`config.mk`:
```
export PLATFORM = sky130hd
export DESIGN_NAME = sum_ascii_tx
export DESIGN_NICKNAME = d
export VERILOG_FILES = /design/src/rtl/sum_ascii_tx.sv
export SDC_FILE = /design/constraint.sdc
export NUM_CORES = 1
export LEC_CHECK = 0
export CORE_UTILIZATION = 30
export CTS_CLUSTER_SIZE = 28
export DETAILED_ROUTE_END_ITERATION = 16
export MAX_ROUTING_LAYER = met4
export PLACE_DENSITY = 0.45
export REMOVE_ABC_BUFFERS = 1
export SETUP_SLACK_MARGIN = 0.5
export SLEW_MARGIN = 20
export SYNTH_ARGS = -nofsm -noshare
export SYNTH_HDL_FRONTEND = slang
export SYNTH_SLANG_ARGS = --single-unit
```
`constraint.sdc`:
```
create_clock -name clk_i -period 2.51 [get_ports clk_i]
set_clock_uncertainty 0.1 [all_clocks]
set_input_delay 0.502 -clock clk_i [delete_from_list [all_inputs] [get_ports clk_i]]
set_output_delay 0.502 -clock clk_i [all_outputs]
set_load 0.02 [all_outputs]
```
`src/rtl/sum_ascii_tx.sv`:
```
`default_nettype none
// ============================================================================
// Module   : sum_ascii_tx
// Function : binary value -> decimal ASCII line (double-dabble), MSD first,
//            leading zeros suppressed; SUM_ASCII_TX_CRLF_EN selects CR+LF.
// Revision : 1.0
// ============================================================================
module sum_ascii_tx #(
  parameter int unsigned DATA_W     = 32,
  parameter int unsigned MAX_DIGITS = 10,
  parameter logic [7:0]  TERM_CHAR  = 8'h0A
) (
  input  logic              clk_i,
  input  logic              rst_i,
  input  logic              start_i,
  input  logic [DATA_W-1:0] value_i,
  output logic              busy_o,
  output logic [7:0]        char_o,
  output logic              valid_o,
  input  logic              ready_i,
  output logic              done_o
);

  localparam int unsigned c_ptr_w = (MAX_DIGITS > 1) ? $clog2(MAX_DIGITS) : 1;
  localparam int unsigned c_cnt_w = $clog2(DATA_W + 1);
  localparam int unsigned c_bcd_w = 4 * MAX_DIGITS;
`ifdef SUM_ASCII_TX_CRLF_EN
  localparam logic [7:0] c_term_first = 8'h0D;
`else
  localparam logic [7:0] c_term_first = TERM_CHAR;
`endif

  typedef enum logic [2:0] {
    S_IDLE    = 3'd0,
    S_CONVERT = 3'd1,
    S_EMIT    = 3'd2,
    S_TERM    = 3'd3,
`ifdef SUM_ASCII_TX_CRLF_EN
    S_TERM2   = 3'd4,
`endif
    S_DONE    = 3'd5
  } state_t;

  state_t               r_state, w_state;
  logic [c_bcd_w-1:0]   r_bcd, w_bcd;
  logic [DATA_W-1:0]    r_shift, w_shift;
  logic [c_cnt_w-1:0]   r_cnt, w_cnt;
  logic [c_ptr_w-1:0]   r_ptr, w_ptr;
  logic [7:0]           r_char, w_char;
  logic                 r_valid, w_valid;
  logic                 r_busy, w_busy;
  logic                 r_done, w_done;

  logic [c_bcd_w-1:0]   w_bcd_adj;
  logic [c_bcd_w-1:0]   w_bcd_shl;
  logic [3:0]           w_nib [MAX_DIGITS];
  logic [c_ptr_w-1:0]   w_msd;
  logic [c_ptr_w-1:0]   w_ptr_dec;
  logic                 w_xfer;

  // Double-dabble correction: any nibble >= 5 gets +3 before the shift.
  for (genvar gi = 0; gi < MAX_DIGITS; gi++) begin : g_nib
    assign w_nib[gi] = r_bcd[4*gi +: 4];
    assign w_bcd_adj[4*gi +: 4] = (w_nib[gi] >= 4'd5) ? (w_nib[gi] + 4'd3) : w_nib[gi];
  end

  assign w_bcd_shl = {w_bcd_adj[c_bcd_w-2:0], r_shift[DATA_W-1]};
  assign w_ptr_dec = r_ptr - 1'b1;
  assign w_xfer    = r_valid & ready_i;

  // Index of the most significant nonzero digit; zero value gives index 0.
  always_comb begin
    w_msd = '0;
    for (int k = 0; k < MAX_DIGITS; k++) begin
      if (w_nib[k] != 4'd0) w_msd = c_ptr_w'(k);
    end
  end

  always_comb begin
    w_state = r_state;
    w_bcd   = r_bcd;
    w_shift = r_shift;
    w_cnt   = r_cnt;
    w_ptr   = r_ptr;
    w_char  = r_char;
    w_valid = r_valid;
    w_done  = 1'b0;
    unique case (r_state)
      S_IDLE: begin
        if (start_i) begin
          w_shift = value_i;
          w_bcd   = '0;
          w_cnt   = c_cnt_w'(DATA_W);
          w_state = S_CONVERT;
        end
      end
      S_CONVERT: begin
        if (r_cnt != '0) begin
          w_bcd   = w_bcd_shl;
          w_shift = r_shift << 1;
          w_cnt   = r_cnt - 1'b1;
        end else begin
          w_ptr   = w_msd;
          w_char  = 8'h30 + {4'h0, w_nib[w_msd]};
          w_valid = 1'b1;
          w_state = S_EMIT;
        end
      end
      S_EMIT: begin
        if (w_xfer) begin
          if (r_ptr == '0) begin
            w_char  = c_term_first;
            w_state = S_TERM;
          end else begin
            w_ptr  = w_ptr_dec;
            w_char = 8'h30 + {4'h0, w_nib[w_ptr_dec]};
          end
        end
      end
      S_TERM: begin
        if (w_xfer) begin
`ifdef SUM_ASCII_TX_CRLF_EN
          w_char  = 8'h0A;
          w_state = S_TERM2;
`else
          w_valid = 1'b0;
          w_done  = 1'b1;
          w_state = S_DONE;
`endif
        end
      end
`ifdef SUM_ASCII_TX_CRLF_EN
      S_TERM2: begin
        if (w_xfer) begin
          w_valid = 1'b0;
          w_done  = 1'b1;
          w_state = S_DONE;
        end
      end
`endif
      S_DONE: begin
        w_state = S_IDLE;
      end
      default: begin
        w_state = S_IDLE;
        w_valid = 1'b0;
      end
    endcase
    w_busy = (w_state != S_IDLE);
  end

  always_ff @(posedge clk_i) begin
    if (rst_i) begin
      r_state <= S_IDLE;
      r_bcd   <= '0;
      r_shift <= '0;
      r_cnt   <= '0;
      r_ptr   <= '0;
      r_char  <= 8'h00;
      r_valid <= 1'b0;
      r_busy  <= 1'b0;
      r_done  <= 1'b0;
    end else begin
      r_state <= w_state;
      r_bcd   <= w_bcd;
      r_shift <= w_shift;
      r_cnt   <= w_cnt;
      r_ptr   <= w_ptr;
      r_char  <= w_char;
      r_valid <= w_valid;
      r_busy  <= w_busy;
      r_done  <= w_done;
    end
  end

  assign busy_o  = r_busy;
  assign char_o  = r_char;
  assign valid_o = r_valid;
  assign done_o  = r_done;

endmodule
`default_nettype wire

```
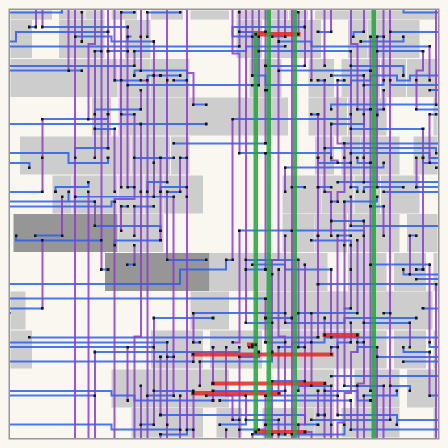
Figure 1: run 1, layout detail.
Region (55, 55) to (85, 85) um. Cells in gray, sequential cells in the stronger gray; small squares are vias.
Key: green = M4; red = M3; purple = M2; blue = M1
Most frequent: buf_4 (10), nor2_1 (4), mux4_2 (4). Sequential cells in the window: 2. 60 logic cells have their middle in the window. Netlist names of flops here include `r_bcd` (2).

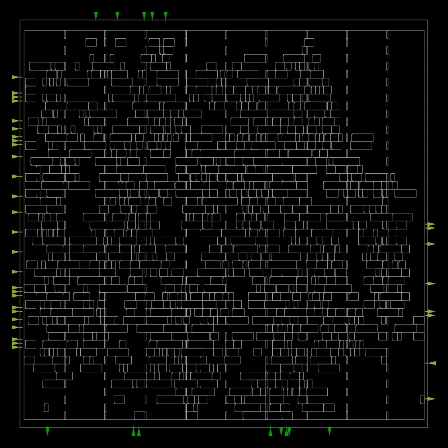
Figure 2: run 1, placed standard cells.
row count: 49
FFs & Latches: 93
core area: 18,300 um2
Filler Cell Count: 1,736

==> changes_impl.md, run 1 <==
### Implementation results

* Final ANT Viol Nets at 0
* Pwr Density at roughly 900 nW/um2
* Crit start category: flip-flop
* Synth mux share at 0.0681
* Largest regs: r_bcd (40), r_shift (32), r_cnt (6)
* CP max stage delay at around 0.41 ns
* Fin Setup TNS at 0 ns
* YS warnings at 0
* Ports at 47
* Top logic family: simple AND/OR/NAND/NOR gates
* Initial DRC count at approximately 360
* Leak pwr at about 3.4 nW
* Finished layout cell area at 8860 um2
* Async SR Flop Fraction at 0
* CLK BUF at 9
* Worst setup EP type: flip-flop
* Inverters at 29
* Tightest Pin Transition at ~0.56 ns
* Nets@finish at 941
* Simple-Gate Area Share at 0.257
* Register area at 1890 um2
* Final Instance Count excl. Fillers at 1,114
* Cell area after placement at between 6000 and 7000 um2
* Worst vdd rail ir drop at roughly 0.00048 V
* Seq/total area at 0.213
* Adder Area Share at 0.0551
* Buffers, non-clock at slightly below 200
* Synthesized netlist cell count at approximately 730
* DRT Pass-1 Iters at 4
* RD Place Congestion at 0.896
* Combinational power share at 0.579
* Post-synth EDFFs at 0
* Placed Cells at 1,038
* TritonCTS buffer count at 9
* Post-Route Utilization at 0.485
* Max-area cell class: logic gates
* First-pass GRT wire length at around 30 mm
* Antenna diodes at 0
* XOR Share, Synth at 0.0262
* Reg2reg start: r_bcd[9]$_SDFFE_PP0P_
* Post-synth regs at 93
* Final setup vio count at 0
* Biggest area cells: dfxtp_1 33%, nand2_1 7.3%, a21oi_1 6.7%
* Vias in the first global route at 5,792
* Yosys top cell by instances: nand2_1
* Critical path's top delay family: AND-OR/OR-AND gates
* Cycle use final at 0.985
* Critical path capture point: char_o[1]$_SDFFE_PP0P_
* Reg2Reg Depth at 10
* Clock-cell share of area at 0.0321
* Well tap count at about 230
* Slowest cell on crit path: or3b_4
* Clock buffer depth at 2
* Clock H-tree levels at 3
* Largest net degree at the start of global routing at 58
* Comb/total area at 0.479
* Remaining DRCs at 0
* Min Tclk post-route at 2.47 ns
* Init Core Util at 0.311
* Critical-path maximum fanout at 6
* Final Hold Slack at 0.370 ns
* Top Layout Cells: 98 x buf_4, 97 x nand2_1, 81 x dfxtp_1, 66 x nor2_1, 49 x a21oi_1
* OpenROAD warnings at 40
* Die outline height at about 140 um
* Most flop-heavy register: r_bcd
* Top cells by count, synth: 111 x nand2_1, 93 x dfxtp_1, 85 x nor2_1, 76 x a21oi_1, 35 x clkbuf_1
* Crit path from: r_bcd[9]$_SDFFE_PP0P_
* Mapped Avg Cell Area at approximately 8 um2
* Worst EP arrival at roughly 2.6 ns
* Worst Path Buf+Inv at 2
* RR Endpoint: char_o[1]$_SDFFE_PP0P_
* Die Span X at roughly 140 um
* Setup WS pre-CTS at -0.219 ns
* Vias/cell at about 5.3
* Dominant flop cell: dfxtp_1
* HP Class: flip-flop to flip-flop
* Clk network pwr share at 0.167
* Max FFs per register at approximately 40
* Maxcap violations at 0
* Cts repair resizes at around 74
* Antenna violations before repair at 0
* Status: complete, no violations
* Synth area leader: dfxtp_1
* Sw Share at 0.407
* PortBufs at 44
* Psw at 3.34 mW
* # Post-CTS Setup Buffers at 23
* Chip area at slightly below 20,000 um2
* CP cell instances: inv_2, ha_4, or3b_4, o2111ai_4, a41oi_4, buf_6, mux2i_1, o22ai_4, nor3_2, a2111oi_4
* Hold path start: char_o[4]$_SDFFE_PP0P_
* Worst Hold End: char_o[4]$_SDFFE_PP0P_
* Logic area at roughly 4200 um2
* Vias at 5,921
* Yosys chip area at about 5700 um2
* Total power at 8.21 mW
* Final Slew Violations at 0
* Worst slew margin at 0.628
* Clock sinks at just over 90
* WP depth at 10
* Area Growth Syn to Fin at 55.9%
* Max Freq at 0.404 GHz
* Netlist cell types at about 63
* RSZ-0062 raised after global routing: yes
* MI comb cells at roughly 550
* Buffering overhead at 0.231
* Synthesized area at between 5000 and 6000 um2
* Yosys stat cell total at between 700 and 800
* Int Pwr at a little under 5 mW
* Flop pwr share at 0.254
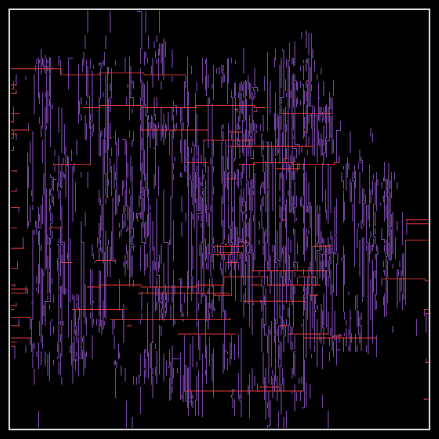
Figure 3: run 1, signal wires by layer.
(3 px per um) Only two layers are drawn.
Key: red = M3 [wire length 769 um]; purple = M2 [wire length 9,410 um]
WL final: 19.6 mm
GRT Total Usage: 0.201
WL per Instance: 17.6 um

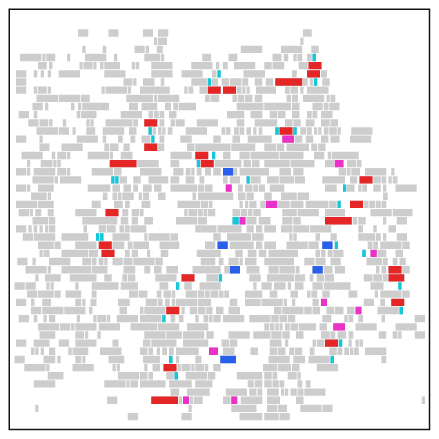
Figure 4: run 1, selected gate families.
(3 px per um)
Key: blue = non-inverting ao/oa cells [cells 6, where center]; magenta = and/or cells [cells 12]; cyan = inv cells [cells 29]; red = fa/ha/maj cells [cells 25]

[run 1: power groups by stage]
stage / clock (mW) / sequential, mW / combinational [mW]
6_report: 1.37 / 2.08 / 4.75
3_5_place_dp: 0 / 2.04 / 2.71
5_1_grt: 1.47 / 2.13 / 5.02
2_1_floorplan: 0 / 2.06 / 1.41
4_1_cts: 1.42 / 2.02 / 3.57
3_3_place_gp: 0 / 2.03 / 2.68
[run 1: metal layers]
metal | GRT usage | vias to the layer above | wire length [um] | part of all wire
met5 | - | - | 0 | 0
met4 | 0.0468 | 0 | 464 | 0.024
met3 | 0.0385 | 31 | 769 | 0.039
met2 | 0.324 | 115 | 9410 | 0.48
met1 | 0.259 | 2881 | 8920 | 0.46
li1 | - | 2894 | - | -
==> run 2, diff against run 1 <==
Settings changed: ABC_CLOCK_PERIOD_IN_PS from default to 2510.
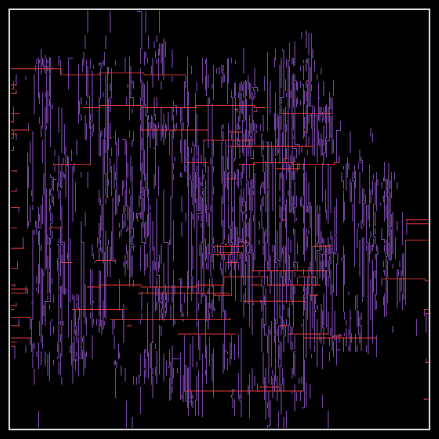
Figure 5: run 2, signal wires by layer.
(3 px per um) Only two layers are drawn.
Key: red = M3 [wire length 769 um]; purple = M2 [wire length 9,410 um]
Vias: 5,921

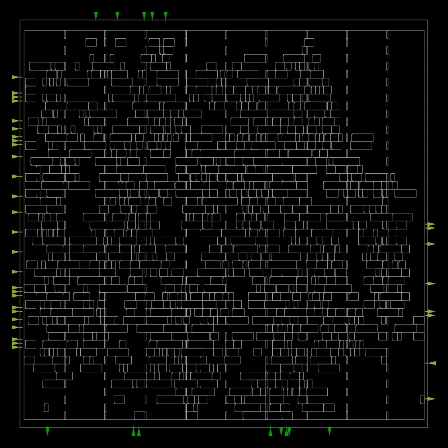
Figure 6: run 2, placed standard cells.
Final Instance Count excl. Fillers: 1,114
Post-Route Utilization: 0.485
well tap count: 229
Seq/total area: 0.213

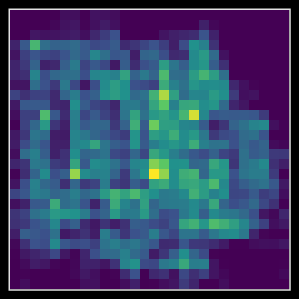
Figure 7: run 2, wiring heat map.
(2 px per um) 28 x 28 tiles, from dark purple (low) to yellow (high), scaled to the fullest tile. Values are wire area over tile area, all layers added.
The emptiest ninth of the die: upper right. The fullest tile reaches 0.64. The mean over all tiles is 0.16. 21% of the tiles are nearly empty. The densest ninth of the die: center. 12% of the tiles are over half the peak.

==> changes_impl.md, run 2 <==
### Implementation results

* TritonCTS buffer count at 9 (unchanged)
* Die outline height at 140 um (unchanged)
* Vias/cell at 5.32 (unchanged)
* Synthesized netlist cell count at 730 (unchanged)
* WL per Instance at 17.6 um (unchanged)
* Int Pwr at 4.87 mW (unchanged)
* # Post-CTS Setup Buffers at 23 (unchanged)
* First-pass GRT wire length at 30.0 mm (unchanged)
* CP cell instances: inv_2, ha_4, or3b_4, o2111ai_4, a41oi_4, buf_6, mux2i_1, o22ai_4, nor3_2, a2111oi_4 (unchanged)
* Async SR Flop Fraction at 0 (unchanged)
* Status: complete, no violations (unchanged)
* Top Layout Cells: 98 x buf_4, 97 x nand2_1, 81 x dfxtp_1, 66 x nor2_1, 49 x a21oi_1 (unchanged)
* Max FFs per register at 40 (unchanged)
* Routed met3 length at 769 um (unchanged)
* Worst setup EP type: flip-flop (unchanged)
* Mapped Avg Cell Area at 7.78 um2 (unchanged)
* DRT Pass-1 Iters at 4 (unchanged)
* Critical path's top delay family: AND-OR/OR-AND gates (unchanged)
* Yosys chip area at 5680 um2 (unchanged)
* Combinational power share at 0.579 (about the same)
* GRT Total Usage at 0.201 (unchanged)
* Fin Setup TNS at 0 ns (unchanged)
* Antenna violations before repair at 0 (unchanged)
* Netlist cell types at 63 (unchanged)
* Hold path start: char_o[4]$_SDFFE_PP0P_ (unchanged)
* RD Place Congestion at 0.896 (unchanged)
* Yosys top cell by instances: nand2_1 (unchanged)
* Yosys stat cell total at 730 (unchanged)
* Maxcap violations at 0 (unchanged)
* Min Tclk post-route at 2.47 ns (unchanged)
* RR Endpoint: char_o[1]$_SDFFE_PP0P_ (unchanged)
* Critical path capture point: char_o[1]$_SDFFE_PP0P_ (unchanged)
* DR top layer: met4 (unchanged)
* Final Slew Violations at 0 (unchanged)
* Synthesized area at 5680 um2 (unchanged)
* P_clk at 1.37 mW (about the same)
* Die Span X at 140 um (unchanged)
* Worst Hold End: char_o[4]$_SDFFE_PP0P_ (unchanged)
* Leak pwr at 3.42 nW (unchanged)
* Remaining DRCs at 0 (unchanged)
* Cell area after placement at 6930 um2 (unchanged)
* Synth area leader: dfxtp_1 (unchanged)
* GRT busiest layer: met2 (unchanged)
* Biggest area cells: dfxtp_1 33%, nand2_1 7.3%, a21oi_1 6.7% (unchanged)
* Total power at 8.21 mW (unchanged)
* WP depth at 10 (unchanged)
* Worst vdd rail ir drop at 0.000476 V (unchanged)
* Met2 WL post-DR at 9.41 mm (unchanged)
* Comb pwr at 4.75 mW (about the same)
* Core area at 18,300 um2 (unchanged)
* Grt met1 use at 0.259 (unchanged)
* Largest net degree at the start of global routing at 58 (unchanged)
* Clock sinks at 93 (unchanged)
* Met1 WL at 8.92 mm (unchanged)
* Vias in the first global route at 5,792 (unchanged)
* Setup WS pre-CTS at -0.219 ns (unchanged)
* Post-synth regs at 93 (unchanged)
* Init Core Util at 0.311 (unchanged)
* Final setup vio count at 0 (unchanged)
* Psw at 3.34 mW (unchanged)
* Reg2reg start: r_bcd[9]$_SDFFE_PP0P_ (unchanged)
* Power in sequential cells at 2.08 mW (about the same)
* Largest regs: r_bcd (40), r_shift (32), r_cnt (6) (unchanged)
* Filler Cell Count at 1,736 (unchanged)
* Post-synth EDFFs at 0 (unchanged)
* YS warnings at 0 (unchanged)
* Chip area at 19,500 um2 (unchanged)
* Clk network pwr share at 0.167 (about the same)
* OpenROAD warnings at 40 (unchanged)
* Crit start category: flip-flop (unchanged)
* PortBufs at 44 (unchanged)
* Top Consumer: combinational logic (unchanged)
* Top cells by count, synth: 111 x nand2_1, 93 x dfxtp_1, 85 x nor2_1, 76 x a21oi_1, 35 x clkbuf_1 (unchanged)
* Flop pwr share at 0.254 (about the same)
* GR Layer Usage met3 at 0.0385 (unchanged)
* Clock buffer depth at 2 (unchanged)
==> run 2: cell counts in the layout (fill, tap and decap cells not counted) <==
No cell type changed its count.
==> run 2: layout make-up <==
cell class	count	area, um2	share of cell area
Multi-Input combinational cell	554	4240	0.479
Timing Repair Buffer	193	2050	0.231
Sequential cell	93	1890	0.213
Tap cell	229	287	0.0323
Clock buffer	9	225	0.0254
Inverter	29	111	0.0126
Clock inverter	7	58.8	0.00664
==> run 2: cells by family after synthesis <==
kind of cell | synth area share
AND/OR/NAND/NOR | 0.257
AND-OR/OR-AND | 0.202
flip-flops | 0.328
buffers and inverters | 0.0623
multiplexers | 0.0681
adder cells (fa/ha/maj) | 0.0551
XOR/XNOR | 0.0262
other | 0.000660
==> run 3, diff against run 2 <==
Settings changed: CTS_CLUSTER_DIAMETER from default to 80.
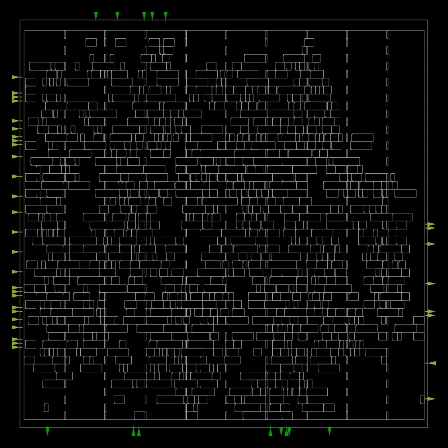
Figure 8: run 3, placed standard cells.

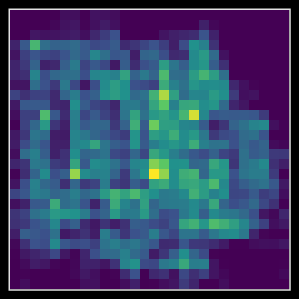
Figure 9: run 3, wiring heat map.
(2 px per um) 28 x 28 tiles, from dark purple (low) to yellow (high), scaled to the fullest tile. Values are wire area over tile area, all layers added.
12% of the tiles are over half the peak. The densest ninth of the die: center. 21% of the tiles are nearly empty.

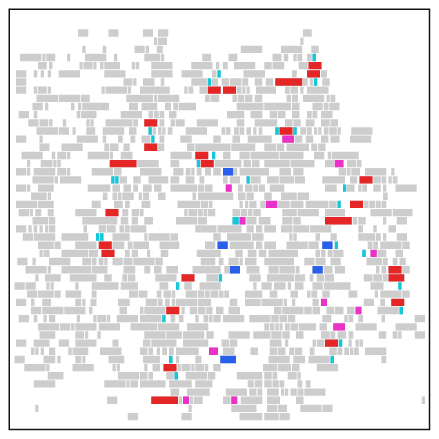
Figure 10: run 3, selected gate families.
(3 px per um)
Key: cyan = inv cells [cells 29]; red = fa/ha/maj cells [cells 25]; blue = non-inverting ao/oa cells [cells 6, where center]; magenta = and/or cells [cells 12]

==> changes_impl.md, run 3 <==
### Implementation results

* Status: complete, no violations (unchanged)
* Clock H-tree levels at 3 (unchanged)
* Comb pwr at 4.75 mW (about the same)
* Clk network pwr share at 0.167 (about the same)
* Chip area at 19,500 um2 (unchanged)
* Psw at 3.34 mW (unchanged)
* Final setup vio count at 0 (unchanged)
* Maxcap violations at 0 (unchanged)
* Core area at 18,300 um2 (unchanged)
* Area Growth Syn to Fin at 55.9% (unchanged)
* Clock-cell share of area at 0.0321 (unchanged)
* Clock sinks at 93 (unchanged)
* Mapped Avg Cell Area at 7.78 um2 (unchanged)
* Nets@finish at 941 (unchanged)
* Total power at 8.21 mW (unchanged)
* Finished layout cell area at 8860 um2 (unchanged)
* Adder Area Share at 0.0551 (unchanged)
* Pwr Density at 927 nW/um2 (unchanged)
* Slowest cell on crit path: or3b_4 (unchanged)
* Placed Cells at 1,038 (unchanged)
* Clock buffer depth at 2 (unchanged)
* Met2 WL post-DR at 9.41 mm (unchanged)
* Die outline height at 140 um (unchanged)
* Die Span X at 140 um (unchanged)
* Filler Cell Count at 1,736 (unchanged)
* Most flop-heavy register: r_bcd (unchanged)
* Cycle use final at 0.985 (unchanged)
* DRT Pass-1 Iters at 4 (unchanged)
* Routed met3 length at 769 um (unchanged)
* Ao+oa area frac at 0.202 (unchanged)
* Top logic family: simple AND/OR/NAND/NOR gates (unchanged)
* Biggest area cells: dfxtp_1 33%, nand2_1 7.3%, a21oi_1 6.7% (unchanged)
* GRT busiest layer: met2 (unchanged)
* Tightest Pin Transition at 0.556 ns (unchanged)
* Largest net degree at the start of global routing at 58 (unchanged)
* GR Layer Usage met3 at 0.0385 (unchanged)
* CP cell instances: inv_2, ha_4, or3b_4, o2111ai_4, a41oi_4, buf_6, mux2i_1, o22ai_4, nor3_2, a2111oi_4 (unchanged)
* Worst vdd rail ir drop at 0.000476 V (unchanged)
* Worst slew margin at 0.628 (unchanged)
* Worst EP arrival at 2.63 ns (about the same)
* # Post-CTS Setup Buffers at 23 (unchanged)
* Buffers, non-clock at 193 (unchanged)
* Final Hold Slack at 0.370 ns (unchanged)
* Comb/total area at 0.479 (unchanged)
* Combinational power share at 0.579 (about the same)
* PortBufs at 44 (unchanged)
* Max Freq at 0.404 GHz (unchanged)
* Ports at 47 (unchanged)
* Yosys chip area at 5680 um2 (unchanged)
* Initial DRC count at 363 (unchanged)
* Post-Route Utilization at 0.485 (unchanged)
* Buffering overhead at 0.231 (unchanged)
* HP Class: flip-flop to flip-flop (unchanged)
* Seq/total area at 0.213 (unchanged)
* Yosys top cell by instances: nand2_1 (unchanged)
* Synthesized area at 5680 um2 (unchanged)
* Async SR Flop Fraction at 0 (unchanged)
* Vias/cell at 5.32 (unchanged)
* Antenna diodes at 0 (unchanged)
* Cts repair resizes at 74 (unchanged)
* RD Place Congestion at 0.896 (unchanged)
* Netlist cell types at 63 (unchanged)
* Synth mux share at 0.0681 (unchanged)
* Critical-path maximum fanout at 6 (unchanged)
* DR top layer: met4 (unchanged)
* First-pass GRT wire length at 30.0 mm (unchanged)
* Crit start category: flip-flop (unchanged)
* OpenROAD warnings at 40 (unchanged)
* Synthesized netlist cell count at 730 (unchanged)
* Top Layout Cells: 98 x buf_4, 97 x nand2_1, 81 x dfxtp_1, 66 x nor2_1, 49 x a21oi_1 (unchanged)
* Register area at 1890 um2 (unchanged)
* Row count at 49 (unchanged)
* Yosys stat cell total at 730 (unchanged)
* Fin Setup TNS at 0 ns (unchanged)
* CLK BUF at 9 (unchanged)
* Dominant flop cell: dfxtp_1 (unchanged)
* Cell area after placement at 6930 um2 (unchanged)
* Final Instance Count excl. Fillers at 1,114 (unchanged)
* Well tap count at 229 (unchanged)
* FFs & Latches at 93 (unchanged)
* Post-synth EDFFs at 0 (unchanged)
* Vias at 5,921 (unchanged)
* Int Pwr at 4.87 mW (unchanged)
* Logic area at 4240 um2 (unchanged)
* Largest regs: r_bcd (40), r_shift (32), r_cnt (6) (unchanged)
* Met2 GRT Util at 0.324 (unchanged)
* Antenna violations before repair at 0 (unchanged)
* Remaining DRCs at 0 (unchanged)
* Top Consumer: combinational logic (unchanged)
* Worst Path Buf+Inv at 2 (unchanged)
* Grt met1 use at 0.259 (unchanged)
* WL final at 19.6 mm (unchanged)
* Met1 WL at 8.92 mm (unchanged)
* CP max stage delay at 0.41 ns (about the same)
* Simple-Gate Area Share at 0.257 (unchanged)
* Sw Share at 0.407 (unchanged)
* Max-area cell class: logic gates (unchanged)
* GRT Total Usage at 0.201 (unchanged)
* WL per Instance at 17.6 um (unchanged)
* Final Slew Violations at 0 (unchanged)
* P_clk at 1.37 mW (about the same)
* Vias in the first global route at 5,792 (unchanged)
* Leak pwr at 3.42 nW (unchanged)
* Critical path's top delay family: AND-OR/OR-AND gates (unchanged)
* Top cells by count, synth: 111 x nand2_1, 93 x dfxtp_1, 85 x nor2_1, 76 x a21oi_1, 35 x clkbuf_1 (unchanged)
## run 3: cell counts after synthesis
Identical to the previous run, type by type.
## run 3: path summary, 6_finish.rpt
path                                              from                     end  slack, ns  cells after the start
worst max-delay path             r_bcd[9]$_SDFFE_PP0P_  char_o[1]$_SDFFE_PP0P_       0.04                     10
worst min-delay path            char_o[4]$_SDFFE_PP0P_  char_o[4]$_SDFFE_PP0P_       0.37                      2
worst max register to register   r_bcd[9]$_SDFFE_PP0P_  char_o[1]$_SDFFE_PP0P_       0.04                     10
worst min register to register  char_o[4]$_SDFFE_PP0P_  char_o[4]$_SDFFE_PP0P_       0.37                      2
## run 3: worst min-delay path, stage by stage (launching register included)
cell     delay [ns]
dfxtp_1        0.32
nand2_1        0.05
a21oi_1        0.05
Power is estimated from default activity; no workload was simulated.
